### Where the registers sit, run 1

Other sequential cells in the stronger gray, the rest of the logic in the fainter gray.
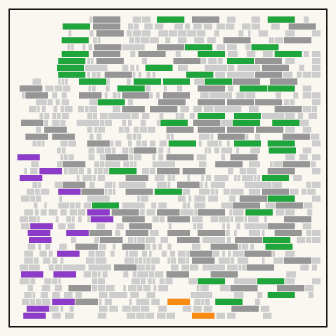
### Routing congestion map, run 1

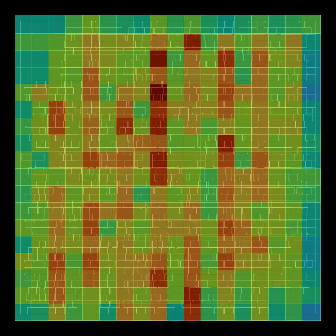
### Signal wires on met3, run 1

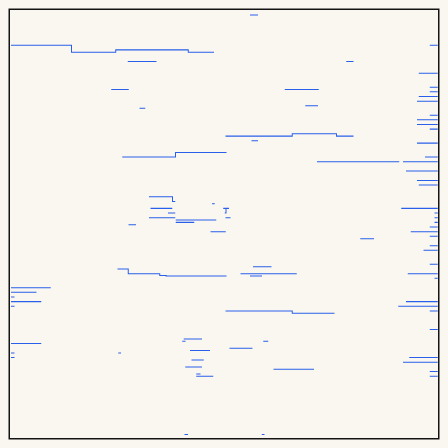
### Pin map, run 1

Pins as bars across the die edge, other pins in gray.
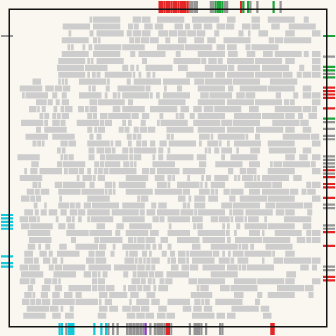
==> config.mk <==
export PLATFORM = sky130hd
export DESIGN_NAME = tdc_fifo_reader
export DESIGN_NICKNAME = d
export VERILOG_FILES = /design/src/rtl/tdc_pkg.sv /design/src/rtl/tdc_skid_buffer.sv /design/src/rtl/tdc_fifo_reader.sv
export SDC_FILE = /design/constraint.sdc
export NUM_CORES = 1
export LEC_CHECK = 0
export ABC_CLOCK_PERIOD_IN_PS = 14800
export CAP_MARGIN = 20
export CORE_MARGIN = 2
export CORE_UTILIZATION = 52
export DETAILED_ROUTE_END_ITERATION = 16
export PLACE_DENSITY_LB_ADDON = 0.08
export SKIP_LAST_GASP = 1
export SYNTH_ARGS = -nofsm -noshare
export SYNTH_HDL_FRONTEND = slang
export SYNTH_SLANG_ARGS = --single-unit
==> constraint.sdc <==
create_clock -name BUS_CLK -period 14.8 [get_ports BUS_CLK]
set_clock_uncertainty 0.05 [all_clocks]
set_input_delay 2.96 -clock BUS_CLK [delete_from_list [all_inputs] [get_ports BUS_CLK]]
set_output_delay 2.96 -clock BUS_CLK [all_outputs]
set_load 0.005 [all_outputs]
==> out/qor.csv, run 1 <==
stage,metric,value,unit
routing,TritonRoute pass-1 iters,5,
global_route,initial antenna violation count,0,
power_and_ir_drop,sw frac,0.246,
sta,final hold violations,0,
worst_hold_path,HP Class,reg2reg,
routing,mean number of vias per cell,5.48,
logic_synthesis,XOR/XNOR Fraction of Synth Area,0.0530,
die,Die Size,0.0156,mm²
power_and_ir_drop,"Power, Total",1230,µW
sta,Total Neg Setup Slack,0,ns
logic_synthesis,yosys cell count,627,
clocking,TritonCTS clock tree,done,
worst_setup_path,CP peak stage delay,0.59,ns
worst_setup_path,Crit. path cell count,3,
sta,Relative slew margins,0.345,
power_and_ir_drop,Clock power frac,0.372,
die,Rows,44,
power_and_ir_drop,Top power group,registers,
sta,WHS,0.459,ns
power_and_ir_drop,Reg power frac,0.422,
global_route,GR peak layer,met2,
logic_synthesis,Max-area cell share,0.411,
sta,Final Critical Period,7.47,ns
sta,highest clock rate,134,MHz
worst_setup_path,CP startpoint kind,primary input,
routing,wire length per cell,16.4,µm
worst_setup_path,crit path capture type,output port,
cells_and_area,Layout Nets,802,
worst_setup_path,Setup CP Type,in2out,
worst_setup_path,Crit path max-delay family,buffers and inverters,
logic_synthesis,post-synthesis sequential area ratio,0.586,
sta,fin. max-slew vios,0,
logic_synthesis,aoi share,0.0484,
logic_synthesis,number of enable flip-flop cells,104,
cells_and_area,Top Layout Cells,"115 x clkdlybuf4s50_1, 104 x edfxtp_1, 63 x nor2b_1",
power_and_ir_drop,Psw,304,µW
power_and_ir_drop,leakage,0.00367,µW
job,Log Warnings,29,
run_status,status,"finished, final reports clean",
About 'Where the registers sit':
`state` -> orange  # placed flops 2
`ID_ERR_CNT` -> purple  # placed flops 16
`u_skid.entry_p1` -> green  # placed flops 44, where spread over the die
FF+latch area: 0.00445 mm²
final core utilization: 0.663
sequential share of cell area: 0.465

About 'Routing congestion map':
met2 GRT Util: 0.359
met1 Resource Use GR: 0.254

About 'Signal wires on met3':
share of all routed wire = 3.8%
main direction = horizontal
GRT met3 Usage: 0.0498
Total Wirelength: 15.4 mm
Vias: 5141

About 'Pin map':
`ID_ERR_CNT` -> cyan  # pins 16, direction output, edge 8 left, 8 bottom
`OUT_TDC` -> green  # pins 12, direction output, edge 7 top, 5 right
`OUT_TIMESTAMP` -> red  # pins 32, direction output, edge 14 right, 14 top, 4 bottom
`FIFO_READ` -> purple  # pins 1, direction output, edge bottom
all pins by edge = 40 bottom, 36 right, 32 top, 9 left
PortBufs: 116
die width: 125 µm
Die H: 125 µm

[run 1: metrics by stage]
step,setup slack [ns],cell area [µm²],utilization
2_1_floorplan,7.62,7590,-
3_3_place_gp,7.35,8920,0.618
3_5_place_dp,7.33,8940,0.620
4_1_cts,7.33,9570,0.663
5_1_grt,7.28,9570,0.663
6_report,7.33,9570,0.663
[run 1: area by class of cell]
cell class | instances | area [µm²]
clock buffer | 19 | 433
fill | 1082 | 4860
tap | 184 | 230
clock inverter | 13 | 193
sequential | 157 | 4450
timing repair buffer | 122 | 1210
inverter | 28 | 105
multi-input combinational | 415 | 2940
[run 1: routing by layer]
| metal | vias to the layer above | routed length (µm) |
|---|---|---|
| li1 | 2476 | - |
| met3 | 20 | 581 |
| met4 | 0 | 255 |
| met5 | - | 0 |
| met1 | 2530 | 6670 |
| met2 | 115 | 7910 |
### Wiring by layer, run 1

Two of the layers only.
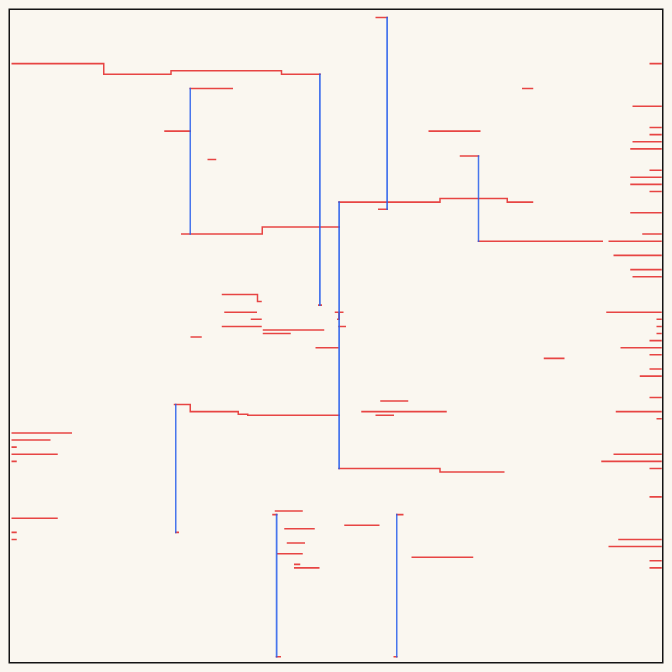

==> run 2, diff against run 1 <==
- ABC_CLOCK_PERIOD_IN_PS: 14800 -> 6270
- CORE_UTILIZATION: 52 -> 49
- clock period: 14.8 -> 6.27 ns (I/O delays scaled with it)
### Wiring by layer, run 2

Two of the layers only.
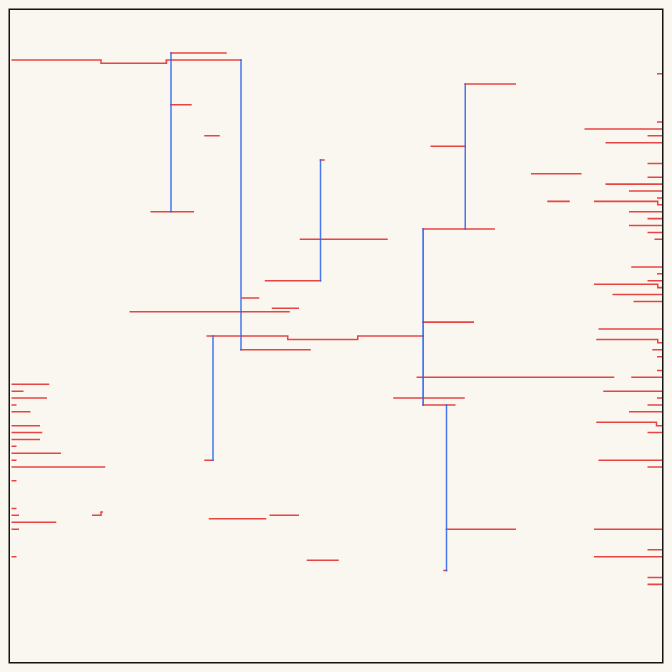
met3 -> red  # wire length 671 µm
met4 -> blue  # wire length 233 µm
GRT Resource Usage Total: 0.194
wire length per cell: 16.4 µm
Vias: 5093
Total Wirelength: 15.5 mm

### Pin map, run 2

Pins as bars across the die edge, other pins in gray.
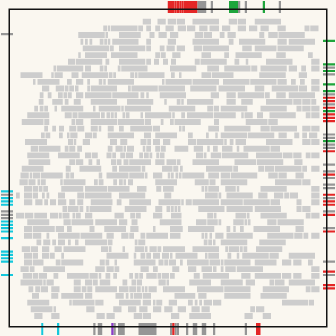
`OUT_TIMESTAMP` -> red  # pins 32, direction output, edge 16 right, 13 top, 3 bottom
`OUT_TDC` -> green  # pins 12, direction output, edge 7 right, 5 top
`FIFO_READ` -> purple  # pins 1, direction output, edge bottom
`ID_ERR_CNT` -> cyan  # pins 16, direction output, edge 14 left, 2 bottom
all pins by edge = 41 right, 31 bottom, 26 top, 19 left
Die H: 128 µm
die width: 128 µm

==> run 2 against run 1 <==
Total power grew 130%. Register-to-register slack lost 8.3 ns. Cell count grew 0.43%. Synthesized area is the same. Clock-buffer cell count grew 3. Routed wire length grew 0.34%. First-iteration DRC count shrank 22%. Via count shrank 0.93%. Setup slack lost 5.3 ns. Global-route usage shrank 1.2 points. Non-clock buffer count is the same. Sequential share of layout area grew 0.27 points.
==> out/qor.csv, run 2 <==
stage,metric,value,unit,change
cells_and_area,Layout Nets,802,,unchanged
cells_and_area,FF+latch area,0.00445,mm²,unchanged
routing,TritonRoute pass-1 iters,4,,-1
routing,wl on met1,7.00,mm,+4.9%
power_and_ir_drop,Clock power frac,0.356,,-0.016
worst_setup_path,crit path capture type,flop,,
die,Rows,45,,+2.3%
worst_setup_path,CP peak stage delay,0.75,ns,+0.16 ns
cells_and_area,logic area,0.00294,mm²,unchanged
run_status,status,"finished, final reports clean",,
cells_and_area,Non-CTS buffers,122,,unchanged
cells_and_area,Largest cell class,registers,,
logic_synthesis,XOR/XNOR Fraction of Synth Area,0.0530,,unchanged
cells_and_area,# fillers,1202,,+11%
logic_synthesis,number of enable flip-flop cells,104,,unchanged
sta,Relative slew margins,0.341,,-0.00330
cells_and_area,clk tree area frac,0.0608,,-0.00462
die,Die Size,0.0165,mm²,+5.9%
worst_setup_path,Crit path max-delay family,simple AND/OR/NAND/NOR gates,,
logic_synthesis,aoi share,0.0484,,unchanged
sta,Final Critical Period,4.20,ns,
logic_synthesis,yosys cell count,627,,unchanged
clocking,TritonCTS clock tree,done,,
cells_and_area,sequential share of cell area,0.468,,+0.00269
cells_and_area,buffer share of cell area,0.126,,-0.000581
sta,fin. max-slew vios,0,,unchanged
worst_setup_path,CP startpoint kind,primary input,,
power_and_ir_drop,Top power group,registers,,
sta,Total Neg Setup Slack,0,ns,unchanged
power_and_ir_drop,Psw,705,µW,+130%
placed_design,PortBufs,116,,unchanged
routing,met2 wire len,7.56,mm,-4.4%
cells_and_area,fraction of area in multi-input gates,0.309,,+0.00178
cells_and_area,# clk buffers,22,,+3
run 2: per-stage QoR:
step                setup WS (ns)  total power [µW]  cells  area (µm²)
finish                       2.07              2840    942        9510
global route                 1.83              2960    942        9510
CTS                          2.04              2870    942        9510
detailed placement           1.58              1860    910        8930
global placement             1.64              1850    910        8930
floorplan                   0.795              1500    627        7590
run 2: per-layer routing:
metal / GRT usage / vias up
li1: - / 2475
met4: 0.0710 / 0
met3: 0.0432 / 19
met2: 0.328 / 108
met1: 0.248 / 2491
met5: 0 / -
run 2: kinds of logic after synthesis:
family / count (synthesis)
flops: 157
fa+ha+maj: 23
buf+inv: 55
xor+xnor: 46
mux: 37
simple gates: 249
compound gates: 60
run 2: tightest hold or removal path, cell delays in order, from the launching register on:
cell	delay (ns)
dfrtp_1	0.36
nand2_1	0.05
o21ai_0	0.07
No activity file was given, so power comes from the tool's default toggle rates.
